==> run_1/power_grid.png <==
Bar = 50 um. Pins as bars on the die edge.
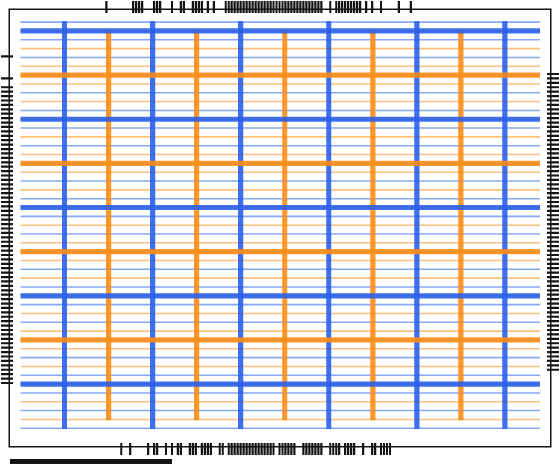
==> run_1/placement_by_type.png <==
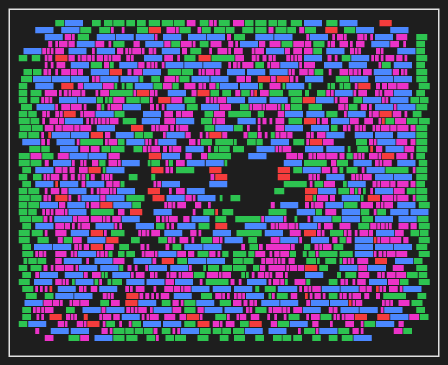
==> run_1/clk_routes.png <==
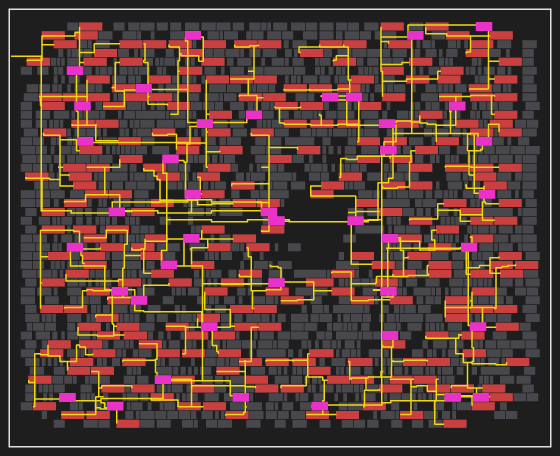
===== config.mk =====
export PLATFORM = sky130hd
export DESIGN_NAME = pipe_latch_hs_flat
export DESIGN_NICKNAME = d
export VERILOG_FILES = /design/src/rtl/pipe_pkg.sv /design/src/rtl/pipe_latch_hs_if.sv /design/src/rtl/pipe_slot.sv /design/src/rtl/pipe_latch_hs.sv /design/src/flat_wrapper.sv
export SDC_FILE = /design/constraint.sdc
export NUM_CORES = 1
export LEC_CHECK = 0
export CORE_ASPECT_RATIO = 0.8
export CORE_MARGIN = 3
export CORE_UTILIZATION = 50
export CTS_BUF_LIST = sky130_fd_sc_hd__clkbuf_8
export DETAILED_ROUTE_END_ITERATION = 12
export GPL_TIMING_DRIVEN = 0
export PLACE_DENSITY = 0.8
export SETUP_SLACK_MARGIN = 0.3
export SKIP_CTS_REPAIR_TIMING = 1
export SYNTH_ARGS = -nofsm -noshare
export SYNTH_HDL_FRONTEND = slang
export SYNTH_SLANG_ARGS = --single-unit

===== constraint.sdc =====
create_clock -name clock -period 2.05 [get_ports clock]
set_input_delay 0.5125 -clock clock [delete_from_list [all_inputs] [get_ports clock]]
set_output_delay 0.5125 -clock clock [all_outputs]
set_load 0.05 [all_outputs]

===== src/rtl/pipe_pkg.sv =====
// Shared definitions for the pipeline latch family: state encoding and default geometry.
package pipe_pkg;

  typedef enum logic [1:0] {
    PL_EMPTY = 2'd0,
    PL_ONE   = 2'd1,
    PL_TWO   = 2'd2
  } pl_state_e;

  localparam int PL_WIDTH      = 32;
  localparam int PL_NUM_FIELDS = 4;
  localparam int PL_NUM_FLAGS  = 1;
  localparam int PL_CNT_W      = 16;

endpackage


===== src/rtl/pipe_latch_hs_if.sv =====
// Upstream and downstream valid/ready channels of one pipeline latch.
// The master side drives entries in and consumes entries out; the latch is the slave.
interface pipe_latch_hs_if
  import pipe_pkg::*;
#(
  parameter int WIDTH      = PL_WIDTH,
  parameter int NUM_FIELDS = PL_NUM_FIELDS,
  parameter int NUM_FLAGS  = PL_NUM_FLAGS
);
  logic                        in_valid;
  logic                        in_ready;
  logic [NUM_FIELDS*WIDTH-1:0] in_data;
  logic [NUM_FLAGS-1:0]        in_flag;
  logic                        out_valid;
  logic                        out_ready;
  logic [NUM_FIELDS*WIDTH-1:0] out_data;
  logic [NUM_FLAGS-1:0]        out_flag;

  modport master (
    output in_valid, in_data, in_flag, out_ready,
    input  in_ready, out_valid, out_data, out_flag
  );

  modport slave (
    input  in_valid, in_data, in_flag, out_ready,
    output in_ready, out_valid, out_data, out_flag
  );
endinterface


===== src/rtl/pipe_slot.sv =====
// One latch entry register (data fields + flags) with load enable and synchronous reset.
module pipe_slot #(
  parameter int W = 1
) (
  input  logic         clock,
  input  logic         reset,
  input  logic         load,
  input  logic [W-1:0] d,
  output logic [W-1:0] q
);

  always_ff @(posedge clock) begin
    if (reset)     q <= '0;
    else if (load) q <= d;
  end

endmodule


===== src/rtl/pipe_latch_hs.sv =====
// Inter-stage pipeline latch: main + skid slot, valid/ready handshake, registered in_ready, flush.
// Optional stall/bubble counters are built when PIPE_LATCH_STATS_EN is defined.
module pipe_latch_hs
  import pipe_pkg::*;
#(
  parameter int WIDTH      = PL_WIDTH,
  parameter int NUM_FIELDS = PL_NUM_FIELDS,
  parameter int NUM_FLAGS  = PL_NUM_FLAGS
`ifdef PIPE_LATCH_STATS_EN
  ,
  parameter int CNT_W      = PL_CNT_W
`endif
) (
  input  logic             clock,
  input  logic             reset,
  input  logic             flush,
  pipe_latch_hs_if.slave   bus
`ifdef PIPE_LATCH_STATS_EN
  ,
  output logic [CNT_W-1:0] stall_cnt,
  output logic [CNT_W-1:0] bubble_cnt
`endif
);

  localparam int DW = NUM_FIELDS * WIDTH;
  localparam int EW = DW + NUM_FLAGS;

  pl_state_e             state;
  logic                  in_ready_q;
  logic                  out_valid_q;
  logic                  in_fire;
  logic                  out_fire;
  logic [1:0]            slot_load;
  logic [1:0][EW-1:0]    slot_d;
  logic [1:0][EW-1:0]    slot_q;

  assign in_fire  = bus.in_valid & in_ready_q;
  assign out_fire = out_valid_q & bus.out_ready;

  // Slot 0 is main (drives the outputs), slot 1 is skid.
  always_comb begin
    slot_load = 2'b00;
    slot_d[0] = {bus.in_flag, bus.in_data};
    slot_d[1] = {bus.in_flag, bus.in_data};
    if (!flush) begin
      case (state)
        PL_EMPTY: slot_load[0] = in_fire;
        PL_ONE: begin
          slot_load[0] = in_fire & out_fire;
          slot_load[1] = in_fire & ~out_fire;
        end
        PL_TWO: begin
          slot_load[0] = out_fire;
          slot_d[0]    = slot_q[1];
        end
        default: slot_load = 2'b00;
      endcase
    end
  end

  for (genvar s = 0; s < 2; s++) begin : g_slot
    pipe_slot #(.W(EW)) u_slot (
      .clock (clock),
      .reset (reset),
      .load  (slot_load[s]),
      .d     (slot_d[s]),
      .q     (slot_q[s])
    );
  end

  // in_ready/out_valid are registered from the next state so neither depends on inputs.
  always_ff @(posedge clock) begin
    if (reset | flush) begin
      state       <= PL_EMPTY;
      in_ready_q  <= 1'b1;
      out_valid_q <= 1'b0;
    end else begin
      case (state)
        PL_EMPTY:
          if (in_fire) begin
            state       <= PL_ONE;
            out_valid_q <= 1'b1;
          end
        PL_ONE:
          if (in_fire & ~out_fire) begin
            state      <= PL_TWO;
            in_ready_q <= 1'b0;
          end else if (~in_fire & out_fire) begin
            state       <= PL_EMPTY;
            out_valid_q <= 1'b0;
          end
        PL_TWO:
          if (out_fire) begin
            state      <= PL_ONE;
            in_ready_q <= 1'b1;
          end
        default: begin
          state       <= PL_EMPTY;
          in_ready_q  <= 1'b1;
          out_valid_q <= 1'b0;
        end
      endcase
    end
  end

  assign bus.in_ready  = in_ready_q;
  assign bus.out_valid = out_valid_q;
  assign {bus.out_flag, bus.out_data} = slot_q[0];

`ifdef PIPE_LATCH_STATS_EN
  // Saturating counters; flush deliberately leaves them alone.
  always_ff @(posedge clock) begin
    if (reset) begin
      stall_cnt  <= '0;
      bubble_cnt <= '0;
    end else begin
      if (out_valid_q & ~bus.out_ready & ~&stall_cnt) stall_cnt <= stall_cnt + CNT_W'(1);
      if (~out_valid_q & ~&bubble_cnt)                bubble_cnt <= bubble_cnt + CNT_W'(1);
    end
  end
`endif

endmodule


===== src/flat_wrapper.sv =====
// flat-port wrapper written by rule: the top's interface ports become plain ports
module pipe_latch_hs_flat import pipe_pkg::*;
#(
  parameter int WIDTH      = PL_WIDTH,
  parameter int NUM_FIELDS = PL_NUM_FIELDS,
  parameter int NUM_FLAGS  = PL_NUM_FLAGS

)
  (clock, reset, flush, bus_in_valid, bus_in_data, bus_in_flag, bus_out_ready, bus_in_ready, bus_out_valid, bus_out_data, bus_out_flag);
  pipe_latch_hs_if #(.WIDTH(WIDTH), .NUM_FIELDS(NUM_FIELDS), .NUM_FLAGS(NUM_FLAGS)) bus_i ();
  input  logic clock;
  input  logic reset;
  input  logic flush;
  input wire logic [$bits(bus_i.in_valid)-1:0] bus_in_valid;
  input wire logic [$bits(bus_i.in_data)-1:0] bus_in_data;
  input wire logic [$bits(bus_i.in_flag)-1:0] bus_in_flag;
  input wire logic [$bits(bus_i.out_ready)-1:0] bus_out_ready;
  output wire logic [$bits(bus_i.in_ready)-1:0] bus_in_ready;
  output wire logic [$bits(bus_i.out_valid)-1:0] bus_out_valid;
  output wire logic [$bits(bus_i.out_data)-1:0] bus_out_data;
  output wire logic [$bits(bus_i.out_flag)-1:0] bus_out_flag;
  assign bus_i.in_valid = bus_in_valid;
  assign bus_i.in_data = bus_in_data;
  assign bus_i.in_flag = bus_in_flag;
  assign bus_i.out_ready = bus_out_ready;
  assign bus_in_ready = bus_i.in_ready;
  assign bus_out_valid = bus_i.out_valid;
  assign bus_out_data = bus_i.out_data;
  assign bus_out_flag = bus_i.out_flag;
  pipe_latch_hs #(.WIDTH(WIDTH), .NUM_FIELDS(NUM_FIELDS), .NUM_FLAGS(NUM_FLAGS)) u_core (.clock(clock), .reset(reset), .flush(flush), .bus(bus_i));
endmodule

==> results.txt, run 1 <==
CTS tree -> yes
Tmin final -> 1.89 ns
Routed wl met2 -> 15.8 mm
Cell chain of the critical path -> dlymetal6s2s_1
Fillers -> 1374
GRT Util Overall -> 25.8%
Max stage delay on crit path -> 0.44 ns
Flop share of the area -> 33.9%
Row cnt -> 46
Flop pwr share -> 44.6%
Max-cap viol count -> 0
AND/OR/NAND/NOR Cells, Area Fraction -> 15.0%
HP Class -> input port to flip-flop
Largest cell class -> registers
Final period util -> 92.4%
Final slew viol count -> 0
Xor+xnor area frac -> 0.0851%
Mapped Cells -> 1164
Comb/total area -> 32.4%
Clk_buf instances -> 53
EDFF count, synth -> 0
Critical path origin -> u_core.g_slot[0].u_slot.q[35]
CTS root buffer -> clkbuf_8
Flops after synth -> 262
Post-layout instance area -> 0.0155 mm2
Init Core Util -> 51.4%
Synth-to-layout area growth -> 50.8%
# Taps -> 264
Via density -> 5.47
Initial DRC count -> 764
DR WL/cell -> 18.7 um
Crit path to -> bus_out_data[35]
Non-CTS buffers -> 380
Clk_lat worst skew -> 0.54 ns
Worst Path Max Fanout -> 2
Mapped Nets -> 1298
Comb. pwr -> 2.52 mW
Post-Syn Area -> 0.0103 mm2
Logic area -> 0.00502 mm2
CP Launch Type -> flip-flop
Avg Inst Size Synth -> 8.84 um2
Worst slew margin -> 52.3%
Vias in the first global route -> 9067
Global Route met1 Usage -> 35.0%
Largest Register -> u_core.g_slot.u_slot.q
Clock network power share -> 34.9%
Non-filler cells, final -> 1774
Net switching power -> 3.67 mW
Clk sinks -> 262
Non-Clock Inverter Count -> 0
Setup violators final -> 0
Worst slew pin tran -> 0.715 ns
Final setup TNS -> 0 ns
Final clock skew -> 0.0155 ns
Die Y -> 134 um
Crit path buffers/inverters -> 1
Post-synth ARST share -> 0%
Critical Path Stages -> 1
Achievable clock frequency -> 528 MHz
Number of remaining DRC errors -> 0
H-tree depth -> 2
Final antenna diode count -> 0
Multi-input gates -> 802
WL met1 -> 14.3 mm
WS Path Type -> flip-flop to output pin
Count leader, synth -> dfxtp_1
Leakage Power -> 7.22 nW
Top power group -> registers
Status -> finished, final reports clean
Initial antenna violation count -> 1
Worst R2R Setup Slack -> 0.20 ns
Num CTS Buffers -> 41
FF-to-FF End -> u_core.g_slot[0].u_slot.q[110]
-- power_grid.png (at the start) --
Key: blue = VSS; orange = VDD
11 straps on met4. The core has 46 rows. 9 straps on met5. 47 met1 rails follow the rows.

-- placement_by_type.png (at the start) --
Key: red = clock drivers and dummy loads [cells 66]; magenta = combinational and other logic [cells 802]; blue = flops [cells 262]; green = other buffers and delay cells [cells 380]

-- clk_routes.png (at the start) --
Key: yellow = clock wires [length 3330 um]; magenta = clock drivers [count 41]; red = flip-flops [count 262]
There are 42 routed clock nets.

--- run 2 (diff from run 1) ---
--- a/config.mk
+++ b/config.mk
@@ -5,13 +5,14 @@
 export SDC_FILE = /design/constraint.sdc
 export NUM_CORES = 1
 export LEC_CHECK = 0
+export ABC_AREA = 1
 export CORE_ASPECT_RATIO = 0.8
-export CORE_MARGIN = 3
+export CORE_MARGIN = 2
 export CORE_UTILIZATION = 50
 export CTS_BUF_LIST = sky130_fd_sc_hd__clkbuf_8
 export DETAILED_ROUTE_END_ITERATION = 12
 export GPL_TIMING_DRIVEN = 0
-export PLACE_DENSITY = 0.8
+export PLACE_DENSITY = 0.76
 export SETUP_SLACK_MARGIN = 0.3
 export SKIP_CTS_REPAIR_TIMING = 1
 export SYNTH_ARGS = -nofsm -noshare
==> results.txt, run 2 <==
Die footprint -> 0.0268 mm2
Xor+xnor area frac -> 0%
Initial DRC count -> 1052
Synth Seq Share -> 41.2%
Largest net degree at the start of global routing -> 11
Global Route met1 Usage -> 38.4%
Tool warnings -> 27
Number of remaining DRC errors -> 0
Routed wl met2 -> 16.7 mm
Multi-input gates -> 1450
Logic pwr share -> 19.5%
Post-place setup slack -> -0.516 ns
Initial antenna violation count -> 1
# Taps -> 324
Cell Pwr Density -> 774 mW/mm2
Worst slew margin -> 58.6%
Final slew viol count -> 0
Critical Path Stages -> 1
Comb. pwr -> 2.43 mW
Clk_buf instances -> 56
Logic area -> 0.00582 mm2
Top Registers -> u_core.g_slot.u_slot.q x258, u_core.state x2
Met3 Track Usage GR -> 4.16%
Post-layout instance area -> 0.0161 mm2
AND/OR/NAND/NOR Cells, Area Fraction -> 45.3%
Drt total wl -> 37.7 mm
Row cnt -> 52
Final setup TNS -> 0 ns
Non-filler cells, final -> 2784
Worst Path Max Fanout -> 3
EDFF count, synth -> 0
Final hold vios -> 0
GRT Util Overall -> 27.1%
Switching share of power -> 31.6%
Count leader, synth -> nand2_1
Clk tree area frac -> 5.29%
Vias in the first global route -> 11900
Final period util -> 85.4%
Placed insts -> 2705
Comb/total area -> 36.1%
CTS root buffer -> clkbuf_8
Synth-to-layout area growth -> 26.5%
Yosys warns -> 0
Init Core Util -> 50.6%
CP Data Arrival Time -> 1.24 ns
Tmin final -> 1.75 ns
Leakage Power -> 8.79 nW
Top power group -> registers
Most frequent cells in the layout -> nand2_1 (790), nor2_1 (517), inv_1 (276), dfxtp_1 (262), clkbuf_2 (138)
CTS max path bufs -> 3
Cell area leaders -> dfxtp_1 (41%), nand2_1 (23%), nor2_1 (15%)
Status -> finished, final reports clean
Flop share of the area -> 32.6%
Final antenna diode count -> 2
H-tree depth -> 2
First-pass detailed-route iteration total -> 5
Non-CTS buffers -> 405
Crit path to -> bus_out_valid
Post-DP Area -> 0.0158 mm2
Crit path buffers/inverters -> 1
Worst slew pin tran -> 0.622 ns
Final clock skew -> 0.0190 ns
Met3 wire length -> 2.51 mm
Worst R2R Setup Slack -> 0.42 ns
Critical path origin -> u_core.bus.out_valid
Mapped Nets -> 2251
Yosys stat chip area -> 0.0127 mm2
Critical path required time -> 1.54 ns
Num CTS Buffers -> 43
Largest cell class -> multi-input combinational cells
WS Path Type -> flip-flop to output pin
Avg Inst Size Synth -> 6.02 um2
Cell chain of the critical path -> buf_2
Hold WS -> 0.467 ns
Final core utilization -> 64.0%
Clk_lat worst skew -> 0.54 ns
Setup violators final -> 0
Flops -> 262
WL met1 -> 17.7 mm
FF-to-FF End -> u_core.g_slot[0].u_slot.q[116]
CTS tree -> yes
Mapped Cells -> 2117
Largest Register -> u_core.g_slot.u_slot.q
Clk sinks -> 262
Via density -> 4.80
Post-Syn Area -> 0.0127 mm2
Net switching power -> 3.94 mW
CP Launch Type -> flip-flop
PnR worst setup slack -> 0.300 ns
Post-synth ARST share -> 0%
Hpwl dp -> 26.4 mm
Hold Path End -> u_core.g_slot[1].u_slot.q[101]
Fillers -> 2420
Share of post-route cells with drive strength above 1 -> 12.4%
Max-cap viol count -> 0
Flops after synth -> 262
Max stage delay on crit path -> 0.41 ns
Non-Clock Inverter Count -> 265
Flop pwr share -> 43.9%
Achievable clock frequency -> 571 MHz
Ao+oa area frac -> 0.196%
Synth area leader -> dfxtp_1
Die Y -> 147 um
Clock network power share -> 36.5%
HP Class -> flip-flop to flip-flop
DR WL/cell -> 13.6 um
==> run_2/power_grid.png <==
Bar = 50 um. Pins as bars on the die edge.
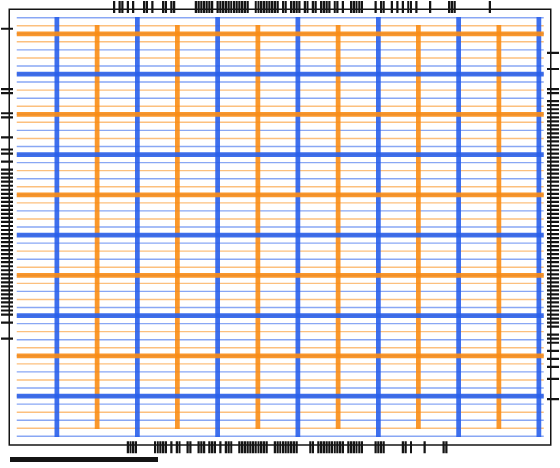
Key: orange = VDD; blue = VSS
10 straps on met5. 265 signal pins sit on the boundary. 53 met1 rails follow the rows.

==> run_2/clk_routes.png <==
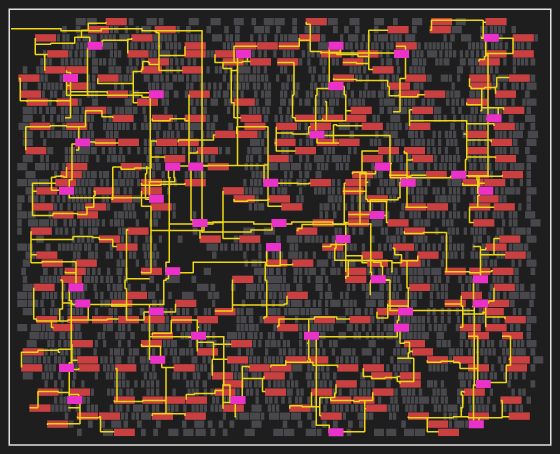
Key: red = flip-flops [count 262]; magenta = clock drivers [count 43]; yellow = clock wires [length 3710 um]
There are 44 routed clock nets.

No activity file was given, so power comes from the tool's default toggle rates.
